$ cat src/rtl/reg_share_arbiter_if.sv
// reg_share_arbiter_if
//  Requester-side bus of the shared-register arbiter.
//  master: client side (drives req/wdata[/lock], sees grant/owner/busy/q)
//  slave : arbiter side
//  req   NREQ        level-held request per requester
//  wdata NREQ*WIDTH  requester i data at [i*WIDTH +: WIDTH]
//  lock  1           only with REG_SHARE_LOCK_EN: owner may exceed HOLD
//  grant NREQ        one-hot ownership
//  owner OW          index of current/last owner
//  busy  1           high while granted and during the dead cycle after
//  q     WIDTH       shared register contents
interface reg_share_arbiter_if #(
  parameter int NREQ  = 4,
  parameter int WIDTH = 8
);
  localparam int OW = (NREQ > 1) ? $clog2(NREQ) : 1;

  logic [NREQ-1:0]       req;
  logic [NREQ*WIDTH-1:0] wdata;
`ifdef REG_SHARE_LOCK_EN
  logic                  lock;
`endif
  logic [NREQ-1:0]       grant;
  logic [OW-1:0]         owner;
  logic                  busy;
  logic [WIDTH-1:0]      q;

`ifdef REG_SHARE_LOCK_EN
  modport master (output req, wdata, lock, input grant, owner, busy, q);
  modport slave  (input req, wdata, lock, output grant, owner, busy, q);
`else
  modport master (output req, wdata, input grant, owner, busy, q);
  modport slave  (input req, wdata, output grant, owner, busy, q);
`endif
endinterface

$ cat src/rtl/reg_share_arbiter.sv
// reg_share_arbiter
//  Round-robin arbiter/sequencer for one shared WIDTH-bit register.
//  NREQ requesters compete via req/grant; the owner's data is clocked
//  into q while it holds grant. All outputs are registered.
//  Ports:
//   clock  rising-edge clock
//   reset  asynchronous, active-low
//   bus    reg_share_arbiter_if.slave (req, wdata, [lock], grant, owner, busy, q)
//  Build option: define REG_SHARE_LOCK_EN to add bus.lock, which lets the
//  owner keep the register past the HOLD limit while lock and its req are high.
module reg_share_arbiter #(
  parameter int NREQ  = 4,
  parameter int WIDTH = 8,
  parameter int HOLD  = 2
) (
  input logic                 clock,
  input logic                 reset,
  reg_share_arbiter_if.slave  bus
);
  localparam int OW = (NREQ > 1) ? $clog2(NREQ) : 1;
  localparam int CW = $clog2(HOLD + 1);

  typedef enum logic [1:0] {IDLE, GRANT, RELEASE} state_t;

  state_t           state_q, state_d;
  logic [NREQ-1:0]  grant_q, grant_d;
  logic [OW-1:0]    owner_q, owner_d;
  logic             busy_q, busy_d;
  logic [WIDTH-1:0] q_q, q_d;
  logic [OW-1:0]    ptr_q, ptr_d;
  logic [CW-1:0]    cnt_q, cnt_d;

  logic [OW-1:0]    win;
  logic [OW-1:0]    owner_nxt;
  logic             cur_req, slot_end, stay;

  // First requester at or after p, circular. Scanning downward lets the
  // closest-to-p hit overwrite farther ones.
  function automatic logic [OW-1:0] pick(input logic [NREQ-1:0] r,
                                         input logic [OW-1:0]   p);
    logic [OW-1:0] w;
    int            i;
    w = '0;
    for (int k = NREQ - 1; k >= 0; k--) begin
      i = int'(p) + k;
      if (i >= NREQ) i = i - NREQ;
      if (r[i]) w = OW'(i);
    end
    return w;
  endfunction

  always_comb begin
    win       = pick(bus.req, ptr_q);
    owner_nxt = (owner_q == OW'(NREQ - 1)) ? '0 : owner_q + OW'(1);
    cur_req   = bus.req[owner_q];
    slot_end  = (cnt_q == CW'(HOLD - 1));
`ifdef REG_SHARE_LOCK_EN
    // lock overrides the slot limit; cnt stays parked at HOLD-1 meanwhile
    stay      = cur_req && (bus.lock || !slot_end);
`else
    stay      = cur_req && !slot_end;
`endif
  end

  always_comb begin
    state_d = state_q;
    grant_d = grant_q;
    owner_d = owner_q;
    busy_d  = busy_q;
    q_d     = q_q;
    ptr_d   = ptr_q;
    cnt_d   = cnt_q;
    unique case (state_q)
      IDLE: begin
        if (|bus.req) begin
          state_d = GRANT;
          grant_d = NREQ'(1) << win;
          owner_d = win;
          cnt_d   = '0;
          busy_d  = 1'b1;
        end
      end
      GRANT: begin
        if (stay) begin
          q_d = bus.wdata[int'(owner_q)*WIDTH +: WIDTH];
          if (!slot_end) cnt_d = cnt_q + CW'(1);
        end else begin
          // exit edge: no load, pointer moves past the departing owner
          state_d = RELEASE;
          grant_d = '0;
          ptr_d   = owner_nxt;
        end
      end
      RELEASE: begin
        state_d = IDLE;
        busy_d  = 1'b0;
      end
      default: state_d = IDLE;
    endcase
  end

  always_ff @(posedge clock or negedge reset) begin
    if (!reset) begin
      state_q <= IDLE;
      grant_q <= '0;
      owner_q <= '0;
      busy_q  <= 1'b0;
      q_q     <= '0;
      ptr_q   <= '0;
      cnt_q   <= '0;
    end else begin
      state_q <= state_d;
      grant_q <= grant_d;
      owner_q <= owner_d;
      busy_q  <= busy_d;
      q_q     <= q_d;
      ptr_q   <= ptr_d;
      cnt_q   <= cnt_d;
    end
  end

  assign bus.grant = grant_q;
  assign bus.owner = owner_q;
  assign bus.busy  = busy_q;
  assign bus.q     = q_q;
endmodule

$ cat src/flat_wrapper.sv
// flat-port wrapper written by rule: the top's interface ports become plain ports
module reg_share_arbiter_flat 
#(
  parameter int NREQ  = 4,
  parameter int WIDTH = 8,
  parameter int HOLD  = 2
)
  (clock, reset, bus_req, bus_wdata, bus_grant, bus_owner, bus_busy, bus_q);
  reg_share_arbiter_if #(.NREQ(NREQ), .WIDTH(WIDTH)) bus_i ();
  input logic clock;
  input logic reset;
  input wire logic [$bits(bus_i.req)-1:0] bus_req;
  input wire logic [$bits(bus_i.wdata)-1:0] bus_wdata;
  output wire logic [$bits(bus_i.grant)-1:0] bus_grant;
  output wire logic [$bits(bus_i.owner)-1:0] bus_owner;
  output wire logic [$bits(bus_i.busy)-1:0] bus_busy;
  output wire logic [$bits(bus_i.q)-1:0] bus_q;
  assign bus_i.req = bus_req;
  assign bus_i.wdata = bus_wdata;
  assign bus_grant = bus_i.grant;
  assign bus_owner = bus_i.owner;
  assign bus_busy = bus_i.busy;
  assign bus_q = bus_i.q;
  reg_share_arbiter #(.NREQ(NREQ), .WIDTH(WIDTH), .HOLD(HOLD)) u_core (.clock(clock), .reset(reset), .bus(bus_i));
endmodule
$ cat config.mk
export PLATFORM = sky130hd
export DESIGN_NAME = reg_share_arbiter_flat
export DESIGN_NICKNAME = d
export VERILOG_FILES = /design/src/rtl/reg_share_arbiter_if.sv /design/src/rtl/reg_share_arbiter.sv /design/src/flat_wrapper.sv
export SDC_FILE = /design/constraint.sdc
export NUM_CORES = 1
export LEC_CHECK = 0
export CAP_MARGIN = 20
export CORE_MARGIN = 2
export CORE_UTILIZATION = 42
export CTS_CLUSTER_DIAMETER = 40
export DETAILED_ROUTE_END_ITERATION = 7
export GPL_ROUTABILITY_DRIVEN = 0
export GPL_TIMING_DRIVEN = 0
export PLACE_DENSITY = 0.8
export SYNTH_ARGS = -nofsm -noshare
export SYNTH_HDL_FRONTEND = slang
export SYNTH_SLANG_ARGS = --single-unit
export TNS_END_PERCENT = 100
$ cat constraint.sdc
create_clock -name clock -period 2 [get_ports clock]
set_clock_uncertainty 0.05 [all_clocks]
set_input_delay 0.3 -clock clock [delete_from_list [all_inputs] [get_ports clock]]
set_output_delay 0.3 -clock clock [all_outputs]
set_load 0.02 [all_outputs]
==> run notes, run 1 <==
Status on the layout run. The run finished with clean final reports. For this design the top-level I/O count stands at 53. Number of global-route vias before repair landed at between 1000 and 1500. Worst slack at placement landed at -0.135 ns. Setup repair after global routing left no endpoint under its margin. After layout, the worst path uses 93.8% of the clock period. In the post-route analysis, the smallest setup slack over all paths is 0.124 ns. For this run, the post-layout net count is 188. Proportion of synthesized chip area in sequential cells landed at 42.7%. Die outline width landed at between 50 and 60 µm.

Critical path buffer and inverter count landed at 1. Final routed wirelength across all metal layers landed at 2900 µm. Placeable core region landed at 0.00278 mm². The largest part of the power goes to combinational logic. Largest fanout on the critical path landed at 10.

Hold is met by approximately 0.14 ns. Across the run, the number of max-cap violations was 0. The leakage power in the latest report is 0.797 nW.

The first global-routing pass estimated ~4700 µm of wire. The cell type that accounts for the most area after synthesis is sky130_fd_sc_hd__dfrtp_1. Number of distinct library cells after synthesis landed at 27. Post-CTS clock slew at the launch and capture registers of the worst setup and hold paths landed at 0.12 ns.

Among all flip-flop cells after synthesis, the most frequent one is sky130_fd_sc_hd__dfrtp_1. The detailed router put a total of ~1200 µm of wire on met1. Global routing used 18.8% of the available tracks across all layers.

Overall power of the completed layout landed at 2.51 mW. After layout, the minimum clock period comes to about 1.9 ns. Per the detail_route log, the uppermost layer with routed signals is met4. Synthesized-area fraction occupied by ao, oa, aoi and oai cells landed at between 10% and 20%. The layout contains a multi-input combinational cell count of 62.

Data on the critical path arrives at its endpoint at 2.03 ns. Largest stage delay on the critical path landed at 0.42 ns. The synthesized netlist devotes about 2.0% of its cell area to adder and majority cells. By count the netlist is led by sky130_fd_sc_hd__dfrtp_1 (21), sky130_fd_sc_hd__nand2_1 (9), sky130_fd_sc_hd__mux2_4 (8), sky130_fd_sc_hd__mux4_1 (8), sky130_fd_sc_hd__nor2_1 (5).

Share of the synthesized area in the top cell type landed at 42.7%. Number of antenna violations at the first check in global routing landed at 0. Counting endpoints that fail hold in the final report gives 0. Number of nets in the synthesized netlist landed at 130.

Worst path required time landed at approximately 2.2 ns. Entering global routing, the biggest net connects 22 pins. Across all register-to-register paths, the minimum setup slack is 0.12 ns.

By instance count, the leading cell after synthesis is sky130_fd_sc_hd__dfrtp_1. STA classifies the critical path endpoint as a flop. STA classifies the critical path startpoint as a flop. The flow reports power dissipated in sequential cells as 0.757 mW. In the finished layout, the clock tree contains a buffer count of 3. The count of buffers added on input and output ports is 52.

For reference, the most critical setup path is categorized as reg -> reg. Net switching is between 30% and 40% of the power. Relative area of clock buffers and inverters in the final design landed at 1.49%.

The post-placement cell area is 0.00179 mm². After synthesis, the share of cell area in mux cells is 32.9%. Height of the chip landed at approximately 58 µm. In the Yosys report the total cell count is about 90. CTS placed an instance of sky130_fd_sc_hd__clkbuf_4 at the clock tree root.

The max-slew check reports its worst relative slack as 61.0%. Residual overflow from global routing landed at 0. After technology mapping, the gate count stands at about 90. Wire segments on met2 add up to 1660 µm in the final route.

Number of design rule violations left after detail routing landed at 0. Mapped cell area landed at 0.00123 mm². HPWL reported at the end of detailed placement landed at about 2300 µm. Average instance area after synthesis landed at 13.7 µm². In the final report, the number of pins over their slew limit comes to 0.

Clock power share landed at 8.3%. Number of synthesis warnings landed at 0. Simple-gate share of the synthesized area landed at 8.54%. Relative area change from synthesis to final layout landed at 50.0%. In this run the post-CTS setup repair buffer count came out at 0. In this run the remaining antenna-violating nets after routing total 0. In this run, power in combinational logic comes to about 1.5 mW. Sorting the synthesized cells by area gives the leading types as sky130_fd_sc_hd__dfrtp_1 (43%), sky130_fd_sc_hd__mux4_1 (17%), sky130_fd_sc_hd__mux2_4 (9.8%). Grouping non-sequential cells by family puts the most area in multiplexers. Number of fill cells landed at roughly 230. In this run, the synthesized area fraction spent on xor and xnor cells is recorded as 0%.

The number of gates resized after CTS was 1. Sequential cell area in the final layout landed at roughly 530 µm². In the log, the iteration count for the first detailed-route pass is 4. The number of cells on the worst reg-to-reg path is 6.

The stat command in Yosys gives a chip area of 0.00123 mm². The area taken by multi-input combinational cells is reported as 664 µm². Number of non-clock buffers in the layout landed at ~57.

The layout stage reports a final design area of 0.00185 mm². Share of total power in sequential cells landed at 30.2%. The number of placed instances, taps included, is around 170. For this design the ratio of total power to cell area is 1360 mW/mm².

The launch point of the worst register-to-register path is recorded as u_core.cnt_q[0]$_DFFE_PN0P_. Flop count landed at 21. Of the cells placed in the final design, the portion with a size suffix greater than 1 is 16.3%. Ranked by total area, the top cell class in this layout is combinational gates.

For this floorplan the total number of well-tap instances is 31. In the final layout, excluding clock inverters the inverter count is 3. Async set-reset flop share out of synthesis landed at 100%. Number of buffers created by CTS landed at 3. Effective utilization at floorplan landed at 44.3%. For this run, the share of the core covered by cells in the final layout is 66.4%.

Met3 routed wirelength landed at 49 µm. Number of setup violations in the final report landed at 0. Detailed routing inserted a total of 949 vias. Looking at the max-slew report, the worst-margin pin has a slew of 0.581 ns. Maximum VDD drop landed at 0.939 mV.

Number of DRC markers in iteration 0 landed at 16. TritonCTS built the clock tree. Total die size landed at 0.00338 mm². Looking at the reg2reg group, the worst path ends at u_core.bus.q[4]$_DFFE_PN0P_. In this run the most used layer during global routing was met2. In this build the clock could be raised as far as approximately 0.53 GHz. The clock net in this run drives a total of 21 sinks. Number of H-tree branching levels landed at 1.

Combinational share of power landed at 61.5%. Share of final layout cell area taken by non-clock buffers landed at about a third. For the clock group, total power comes out at 0.209 mW. The net switching power in the latest report is 0.953 mW.
-- run 1: layout by cell type (no fill, tap or decap), types with 3 or more instances in the layout --
cell / instances
sky130_fd_sc_hd__o21ai_0: 3
sky130_fd_sc_hd__a21oi_1: 3
sky130_fd_sc_hd__mux4_1: 8
sky130_fd_sc_hd__clkdlybuf4s50_1: 52
sky130_fd_sc_hd__nand2_1: 9
sky130_fd_sc_hd__mux2_2: 4
sky130_fd_sc_hd__dfrtp_1: 21
sky130_fd_sc_hd__mux2_4: 8
sky130_fd_sc_hd__inv_1: 3
sky130_fd_sc_hd__mux2i_1: 3
sky130_fd_sc_hd__nor2_1: 5
sky130_fd_sc_hd__clkbuf_4: 3
-- run 1: worst max-delay path by stage --
stage | start | to | cells past startpoint
6_report | u_core.cnt_q[0]$_DFFE_PN0P_ | u_core.bus.q[4]$_DFFE_PN0P_ | 6
5_1_grt | u_core.bus.owner[1]$_DFFE_PN0P_ | u_core.ptr_q[1]$_DFFE_PN0P_ | 4
4_1_cts | u_core.bus.owner[1]$_DFFE_PN0P_ | u_core.bus.q[6]$_DFFE_PN0P_ | 6
3_5_place_dp | bus_req[3] | u_core.ptr_q[1]$_DFFE_PN0P_ | 4
3_3_place_gp | bus_req[3] | u_core.bus.q[4]$_DFFE_PN0P_ | 6
2_1_floorplan | u_core.bus.owner[0]$_DFFE_PN0P_ | u_core.bus.q[0]$_DFFE_PN0P_ | 3
-- run 1: state kept, by name (all words and copies together) (netlist names) --
signal / cells
u_core.bus.q: 8
u_core.bus.grant: 4
u_core.bus.owner: 2
u_core.cnt_q: 2
u_core.ptr_q: 2
u_core.state_q: 2
u_core.bus.busy: 1
==> run_1/zoom.png <==
The bar under the picture is 5 µm long. Window x 19 to 39, y 31 to 51 µm. Cells in gray, sequential cells in the stronger gray; small squares are vias.
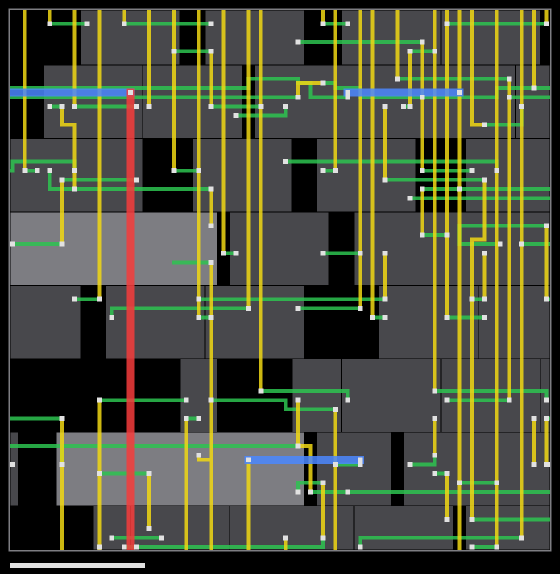
- green: met1
- yellow: met2
- blue: met3
- red: met4
- sequential cells in the window: 2
- most frequent: clkdlybuf4s50_1 (18), mux4_1 (3)
- netlist names of flops here include: u_core.bus.q (1), u_core.cnt_q (1)
- cells with their middle in the window: 30

==> run_1/gate_families.png <==
The bar under the picture is 20 µm long.
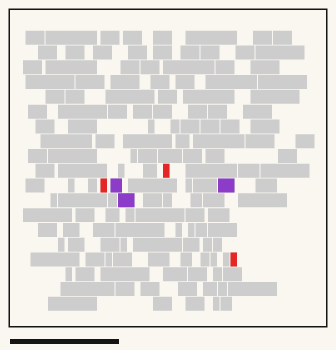
- purple: AND and OR gates (cells 3)
- red: inverters (cells 3)
Layout Cells excl Fill: 178
most instantiated logic cell after routing: sky130_fd_sc_hd__clkdlybuf4s50_1
multi-input combinational area share: 36.0%

==> run_1/final_congestion.png <==
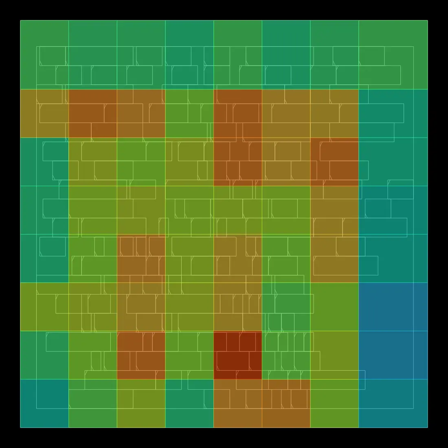
met1 GRT Util: 23.3%
routed length per placed instance: 16.3 µm
met2 Use GR: 34.1%

==> run_1/metal_stack.png <==
The bar under the picture is 20 µm long.
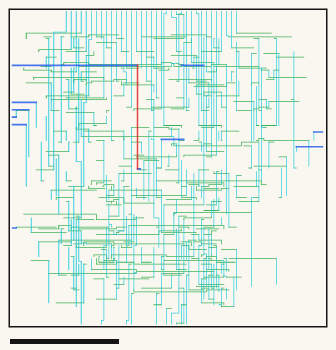

==> run 2: changes to the inputs <==
- GPL_TIMING_DRIVEN: 0 -> default
- SETUP_SLACK_MARGIN: default -> 0.5
==> run_2/metal_stack.png <==
The bar under the picture is 20 µm long.
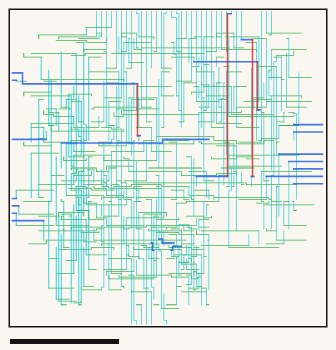
- red: met4 (wire length 73.4 µm)
- cyan: met2 (wire length 2010 µm)
- blue: met3 (wire length 143 µm)
- green: met1 (wire length 1370 µm)
wire length after detailed routing: 3600 µm
routed length per placed instance: 18.9 µm
global-route usage over all layers: 21.6%
vias after detailed routing: 1043

==> run_2/zoom.png <==
The bar under the picture is 5 µm long. Window x 19 to 39, y 31 to 51 µm. Cells in gray, sequential cells in the stronger gray; small squares are vias.
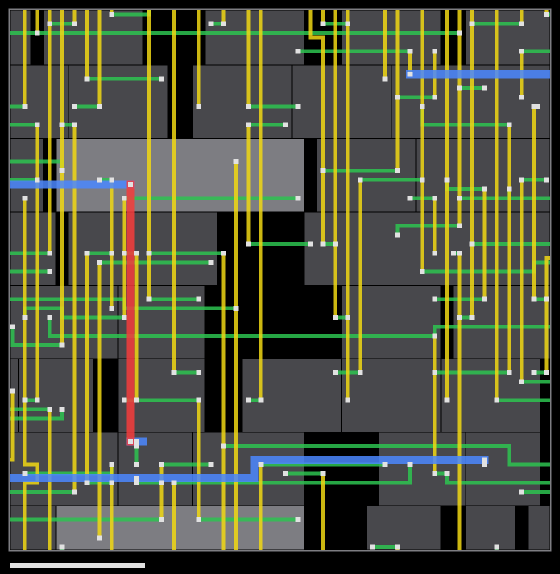
- green: met1
- yellow: met2
- red: met4
- blue: met3
- cells with their middle in the window: 30
- netlist names of flops here include: u_core.bus.q (2)
- sequential cells in the window: 2
- most frequent: clkdlybuf4s50_1 (14), mux4_1 (3)

==> run_2/final_congestion.png <==
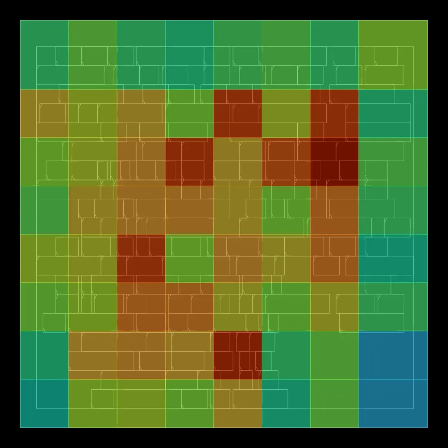
met1 GRT Util: 24.2%
met3 GRT Util: 5.58%
post-route core utilization: 72.4%
met2 Use GR: 40.6%
global routing's busiest layer: met2

==> run 2 against run 1 <==
Against the previous run:
- sequential power rose by 4.4%
- power rose by 12%
- critical endpoint is now u_core.bus.q[5]$_DFFE_PN0P_
- flip-flop count did not move
- cell count rose by 6.7%
- sequential share of layout area fell by 2.2 points
- synthesized cell count did not move
- worst setup slack improved by 0.16 ns
- count of clock-buffer cells in the layout did not move
- first-iteration DRC count did not move
- final area rose by 9.1%
- hold slack improved by 0.13 ns
- synthesized area did not move
==> run notes, run 2 <==
Status on the layout run. Remaining antenna violation count after routing landed at 0. For the worst setup path, the data arrival time is 1.87 ns. Placement row count landed at 19. Summing all placed instances gives a cell area of 0.00184 mm².

Residual overflow from global routing landed at 0. Counting flops with a built-in enable in the synthesized netlist gives 0. By instance count, the cell type seen most on the critical path is sky130_fd_sc_hd__mux2_4.

Worst path setup slack after routing landed at 0.280 ns. Number of setup violations in the final report landed at 0. Buffers placed on the I/O ports in this run total ~52. Count of maximum capacitance violations landed at 0.

By area the synthesized netlist is led by sky130_fd_sc_hd__dfrtp_1 (43%), sky130_fd_sc_hd__mux4_1 (17%), sky130_fd_sc_hd__mux2_4 (9.8%). In this run the deepest clock path goes through 2 buffers. The report lists the number of cells resized after CTS as 29. The register with the most flip-flops in the layout has 8 of them. Clock network power landed at 0.204 mW. The worst setup path is captured at a flop. Hold repair after CTS inserted 0 buffers. Power attributed to combinational cells is 1.82 mW. For the worst reg-to-reg path, the endpoint reported by OpenROAD is u_core.bus.q[5]$_DFFE_PN0P_. Worst path required time landed at 2.15 ns. In this run the static leakage power is 0.930 nW. Clock latency of the later-clocked register in the worst-skew pair landed at 0.30 ns.

In the final report, the number of hold violations comes to 0. Number of optimization iterations in the first detailed-route pass landed at 4. The report puts the cell count of the worst reg-to-reg path at 4.

Number of distinct library cells after synthesis landed at 27. Register bit count reported by yosys landed at 21. Met3 routed wirelength landed at approximately 140 µm. Looking at the reg2reg group, the worst path starts from u_core.bus.owner[1]$_DFFE_PN0P_.

Looking at the group totals, the largest power group turns out to be combinational logic. The report lists the cells along the critical path as mux2_4, a22oi_2, or2_4, mux2_4. Placeable core region landed at 0.00278 mm². Clock power share landed at about 7.3%. In this run the top signal layer used is met4. Average instance area after synthesis landed at 13.7 µm².

Total die size landed at between 0.003 and 0.004 mm². Setup slack on the worst path after placement came out at -0.0141 ns. Number of antenna violations at the first check in global routing landed at 0. Relative max-transition margin landed at 78.3%.

Effective utilization at floorplan landed at 44.3%. Mapped cell area landed at 0.00123 mm². For this run, the chip area from Yosys synthesis comes to roughly 0.0012 mm². Sorting the synthesized cells by how often they occur yields sky130_fd_sc_hd__dfrtp_1 (21), sky130_fd_sc_hd__nand2_1 (9), sky130_fd_sc_hd__mux2_4 (8), sky130_fd_sc_hd__mux4_1 (8), sky130_fd_sc_hd__nor2_1 (5).

In the layout the commonest cells are sky130_fd_sc_hd__clkdlybuf4s50_1 (36), sky130_fd_sc_hd__dfrtp_1 (19), sky130_fd_sc_hd__dlygate4sd2_1 (14), sky130_fd_sc_hd__mux2_4 (11), sky130_fd_sc_hd__buf_4 (11). Final critical-path required period landed at 1.72 ns. Among all cell types in the netlist, the one instantiated most often is sky130_fd_sc_hd__dfrtp_1.

Post-route met1 wirelength landed at 1370 µm. Total clock sinks landed at 21. The finished layout holds 190 standard cells, fillers aside. Looking at the critical path, the single cell with the biggest stage delay is sky130_fd_sc_hd__dfrtp_2. The timing report gives the worst reg2reg path a setup slack of 0.28 ns.

Final max-slew violation count landed at 0. Largest stage delay on the critical path landed at between 0.4 and 0.5 ns. Once placement completed, the tool counted placed cells totaling between 150 and 200. Setup repair after global routing could not meet its margin everywhere.

For this run, the register share of the synthesized area comes to 42.7%. Total net switching power landed at between 1 and 1.5 mW. Relative area change from synthesis to final layout landed at 63.6%.

Die outline width landed at 58.1 µm. STA classifies the critical path startpoint as a flop. During I/O placement, the number of pins put on the boundary was between 50 and 60.

Tally of OpenROAD warnings landed at 29. Net switching is 39.6% of the power. Combinational logic burns 64.7% of the power.

Timing-limited maximum frequency landed at between 0.5 and 0.6 GHz. Total length of routed met2 wires landed at 2010 µm. Final sum of negative setup slack landed at 0 ns. Number of synthesis warnings landed at 0. The highest supply drop recorded on VDD is approximately 1.2 mV. TritonCTS built the clock tree.

Post-CTS setup repair buffer count landed at 4. The repair_antennas step left the layout with diodes totalling 0. Per the synthesis report, the dominant area consumer among library cells is sky130_fd_sc_hd__dfrtp_1. Cell-internal power landed at approximately 1.7 mW. In this run, CTS created clock tree buffers numbering 3. Post-route clock period utilization landed at between 80% and 90%. In this run the number of H-tree levels came out at 1. Async set-reset flop share out of synthesis landed at 100%.

Detailed-route iteration 0 reported a violation count of 16. Note, the detailed placer reported a final HPWL of 2570 µm. Among logic cells in the layout, the one with the most instances is sky130_fd_sc_hd__clkdlybuf4s50_1. Largest net degree at the start of global routing landed at 22. Number of vias per cell landed at 5.49. Number of global-route vias before repair landed at 1122.

Post-CTS clock slew at the launch and capture registers of the worst setup and hold paths landed at 0.12 ns. Final worst hold slack landed at roughly 0.27 ns. After filler insertion, the fill cell instance count of the layout stands at 198.

The run finished with clean final reports. For this run, the leading register cell type out of synthesis is sky130_fd_sc_hd__dfrtp_1. Share of total power in sequential cells landed at between 20% and 30%. Number of nets in the synthesized netlist landed at 130. Looking at the critical path, the highest net fanout was 5.

Power per unit of standard cell area landed at 1400 mW/mm². By startpoint and endpoint, the worst setup path is classified as reg -> reg. The cell count after synthesis came out at 90.

Reported sequential group power landed at 0.790 mW. The first global-routing pass estimated 5330 µm of wire. Layout net count landed at 200. Yosys cell count landed at 90. Clock tree synthesis selected as its root buffer the cell sky130_fd_sc_hd__clkbuf_4. Slew at the pin closest to its max-slew limit landed at 0.322 ns.

Number of design rule violations left after detail routing landed at 0. Per STA, the worst path accumulates the most delay in the family multiplexers. The script reports the combined buffer and inverter count of the critical path as 0. Checking hold timing, the worst path is listed with class in -> async. In this run the biggest area consumer among cell types represents 42.7% of the synthesized area. Cells with a size suffix above 1 make up 31.4% of the layout.

Post-route cell area landed at 0.00201 mm². Height of the chip landed at 58.1 µm. Overall power of the completed layout landed at 2.82 mW.
-- run 2: how the worst max path moves through the flow --
| stage | start | cells after the start | slack (ns) | to |
|---|---|---|---|---|
| after global routing | u_core.bus.owner[1]$_DFFE_PN0P_ | 4 | 0.22 | u_core.bus.q[5]$_DFFE_PN0P_ |
| after global placement | bus_req[3] | 5 | 0.04 | u_core.bus.q[7]$_DFFE_PN0P_ |
| after CTS | u_core.bus.owner[0]$_DFFE_PN0P_ | 1 | 0.29 | bus_owner[0] |
| final | u_core.bus.owner[1]$_DFFE_PN0P_ | 4 | 0.28 | u_core.bus.q[5]$_DFFE_PN0P_ |
| after detailed placement | bus_req[1] | 6 | -0.01 | u_core.bus.grant[0]$_DFFE_PN0P_ |
| after floorplan | u_core.bus.owner[1]$_DFFE_PN0P_ | 6 | 0.22 | u_core.bus.q[0]$_DFFE_PN0P_ |
-- run 2: final cells by class --
type / instances / area, µm² / share of cell area, %
clock inverters: 1 / 5.00 / 0.248
clock buffers: 3 / 22.5 / 1.12
multi-input cells: 63 / 762 / 37.8
inverters: 3 / 11.3 / 0.559
well taps: 31 / 38.8 / 1.93
repair buffers: 68 / 647 / 32.1
flip-flops and latches: 21 / 528 / 26.2
-- run 2: cell families after synthesis --
| logic type | count (synthesis) | share of synthesized area, % |
|---|---|---|
| multiplexers | 23 | 32.9 |
| AND/OR/NAND/NOR | 22 | 8.54 |
| flip-flops | 21 | 42.7 |
| AND-OR/OR-AND | 15 | 10.5 |
| buffers and inverters | 7 | 3.35 |
| adder cells (fa/ha/maj) | 2 | 2.03 |
-- run 2: per-layer routing --
layer,vias to the layer above,GRT usage (%)
li1,488,-
met1,518,24.2
met2,29,40.6
met3,8,5.58
met4,0,5.32
met5,-,0
==> run_2/registers.png <==
The bar under the picture is 20 µm long. Other sequential cells in the stronger gray, the rest of the logic in the fainter gray.
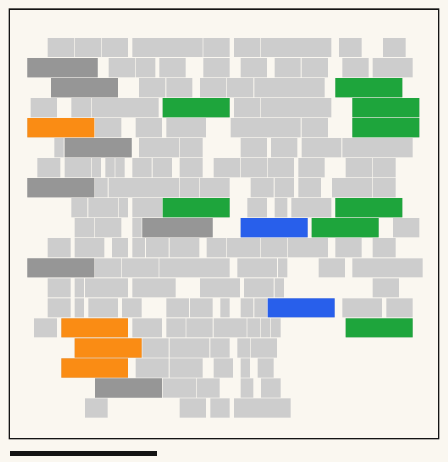

==> run 3: changes to the inputs <==
- CORE_UTILIZATION: 42 -> 38
- PLACE_DENSITY: 0.8 -> 0.76
- clock period: 2 -> 1.4 ns (I/O delays scaled with it)
==> run_3/registers.png <==
The bar under the picture is 20 µm long. Other sequential cells in the stronger gray, the rest of the logic in the fainter gray.
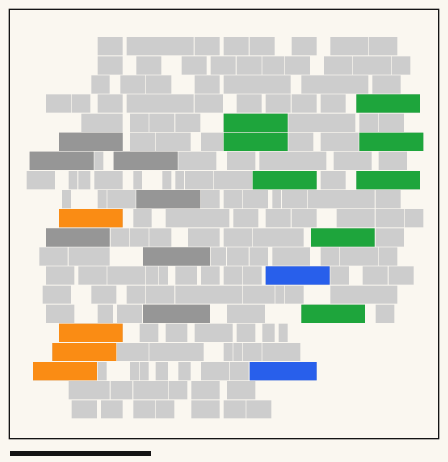
- blue: u_core.ptr_q (placed flops 2)
- green: u_core.bus.q (placed flops 8)
- orange: u_core.bus.grant (placed flops 4; where bottom left)
sequential share of cell area: 23.8%
Sequential Area: 529 µm²
post-route core utilization: 72.2%
power of the sequential group: 1.16 mW

==> run_3/final_congestion.png <==
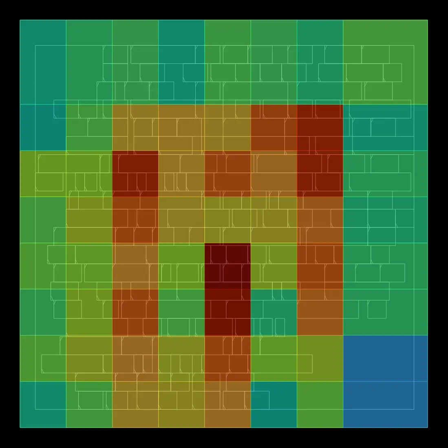
met2 Use GR: 39.3%
global-route usage over all layers: 21.4%

==> run 3 against run 2 <==
Against the previous run:
- the run now ends with setup timing left
- routed wire length increased by 5.2%
- final area increased by 10%
- sequential share of layout area down 2.4 points
- die size grew 9.8%
- via count up 7.0%
- critical path depth unchanged
- critical path type unchanged
- clock power rose by 48%
- fmax down 1.2%
- utilization down 0.19 points
- cell count increased by 15%
==> run notes, run 3 <==
Status on the layout run. The flow ran to the end, but the final reports show violations. The final reports fail on setup timing. The timing report lists the critical path depth as 4 cells. Number of cells produced by synthesis landed at 90.

Endpoints with negative setup slack in the final report add up to 18. STA classifies the critical path startpoint as a flop. Number of distinct library cells after synthesis landed at 27. The count of buffers added on input and output ports is 52. Post-CTS resize count landed at 110. Per the synthesis report, the dominant area consumer among library cells is sky130_fd_sc_hd__dfrtp_1. The power report lists the combinational group at 3.15 mW. Die outline width landed at 60.9 µm.

Per the CTS log, the maximum H-tree level is 1. Effective utilization at floorplan landed at approximately 40%. Share of the synthesized area in the top cell type landed at 42.7%. Proportion of synthesized chip area in sequential cells landed at 42.7%. Largest net degree at the start of global routing landed at 22. Post-CTS setup repair buffer count landed at 5. The switching component of the power was reported as 1.71 mW. In this run the tightest slew margin relative to its limit is 76.8%. The smallest clock period supported by the final layout is computed as approximately 1.7 ns.

HPWL reported at the end of detailed placement landed at 2680 µm. Number of global-route vias before repair landed at 1181. In this run the static leakage power is between 1 and 1.5 nW. Count of antenna diodes in the layout landed at 0. Post-CTS clock slew at the launch and capture registers of the worst setup and hold paths landed at 0.12 ns. After detailed routing, the number of vias per cell comes to 5.10. Counting plain and timing-repair buffers in the layout gives 84. Non-clock buffers make up 36.9% of the layout cell area.

Clock latency of the later-clocked register in the worst-skew pair landed at around 0.31 ns. Yosys cell count landed at 90. Summing over the stages, the warning tally comes to 29. Arrival time of the worst setup path landed at 1.90 ns. Async set-reset flop share out of synthesis landed at 100%.

Among the stages of the critical path, the cell type that occurs most often is sky130_fd_sc_hd__mux2_4. STA shows the worst reg2reg path with a cell count of 4. Multi-input logic area landed at 781 µm². Post-route clock period utilization landed at 124%. Timing-limited maximum frequency landed at 0.574 GHz. The synthesis report lists the most area-consuming cells as sky130_fd_sc_hd__dfrtp_1 (43%), sky130_fd_sc_hd__mux4_1 (17%), sky130_fd_sc_hd__mux2_4 (9.8%). The final layout reports a setup TNS of -4.99 ns. Among logic cells in the layout, the one with the most instances is sky130_fd_sc_hd__clkdlybuf4s50_1. Largest stage delay on the critical path landed at 0.46 ns. STA lists the maximum fanout along the critical path as 5. Logic share of the area landed at 35.1%.

Remaining antenna violation count after routing landed at 0. Mapped cell area landed at 0.00123 mm². Placement-stage cell area landed at 0.00199 mm². The number of placed instances, taps included, is 203. Post-synth the commonest register cell is sky130_fd_sc_hd__dfrtp_1.

The flow reports that the clock network draws 6.5% of the design power. Number of buffers created by CTS landed at 3. The setup path with the least slack is of type reg -> reg. The type recorded for the worst min-delay path is in -> async. The most critical setup path has its startpoint at u_core.bus.owner[1]$_DFFE_PN0P_. According to the floorplan report, the total die area is approximately 0.0037 mm². Cell internal power was estimated by the tool at roughly 2.9 mW.

Reg-to-reg setup timing slack landed at -0.34 ns. Register bit count reported by yosys landed at 21. Setup slack on the critical path of the routed design comes to -0.341 ns.
==> run_3/metal_stack.png <==
The bar under the picture is 20 µm long.
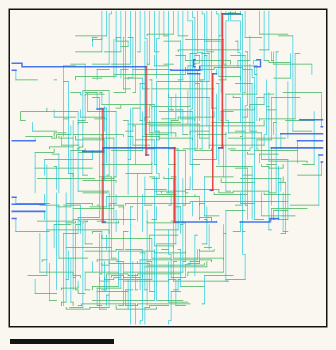
- red: met4 (wire length 101 µm)
- cyan: met2 (wire length 2120 µm)
- blue: met3 (wire length 128 µm)
- green: met1 (wire length 1440 µm)
routed length per placed instance: 17.3 µm
vias after detailed routing: 1116
wire length after detailed routing: 3780 µm

## run 3: cell types whose count changed in the layout (fill, tap and decap cells not counted), moves of 2 or more
cell / delta
sky130_fd_sc_hd__buf_6: +17
sky130_fd_sc_hd__clkdlybuf4s50_1: -3
sky130_fd_sc_hd__buf_4: +12
sky130_fd_sc_hd__dlygate4sd2_1: -10
sky130_fd_sc_hd__dlymetal6s2s_1: -2
## run 3: cell families (layout without fill, tap and decap cells)
| group | Yosys count | count (layout) | share of synthesized area (%) |
|---|---|---|---|
| multiplexers | 23 | 23 | 32.9 |
| buffers and inverters | 7 | 91 | 3.35 |
| adder cells (fa/ha/maj) | 2 | 2 | 2.03 |
| AND/OR/NAND/NOR | 22 | 23 | 8.54 |
| AND-OR/OR-AND | 15 | 15 | 10.5 |
| flip-flops | 21 | 21 | 42.7 |
## run 3: layer usage
layer	track usage [%]	share of wire (%)	vias up
li1	-	-	520
met1	23.9	38	553
met2	39.3	56	33
met3	4.69	3.4	10
met4	8.39	2.7	0
met5	0	0	-
## run 3: worst min-delay path by stage
stage	from	end	slack [ns]	depth (start not counted)
finish	reset	u_core.bus.q[0]$_DFFE_PN0P_	0.17	2
global route	reset	u_core.state_q[0]$_DFFE_PN0P_	0.19	2
CTS	reset	u_core.bus.q[0]$_DFFE_PN0P_	0.18	2
detailed placement	u_core.bus.grant[3]$_DFFE_PN0P_	u_core.bus.grant[3]$_DFFE_PN0P_	0.44	1
global placement	u_core.bus.q[7]$_DFFE_PN0P_	u_core.bus.q[7]$_DFFE_PN0P_	0.44	1
floorplan	reset	u_core.bus.busy$_DFFE_PN0P_	-0.14	0
Power is estimated from default activity; no workload was simulated.
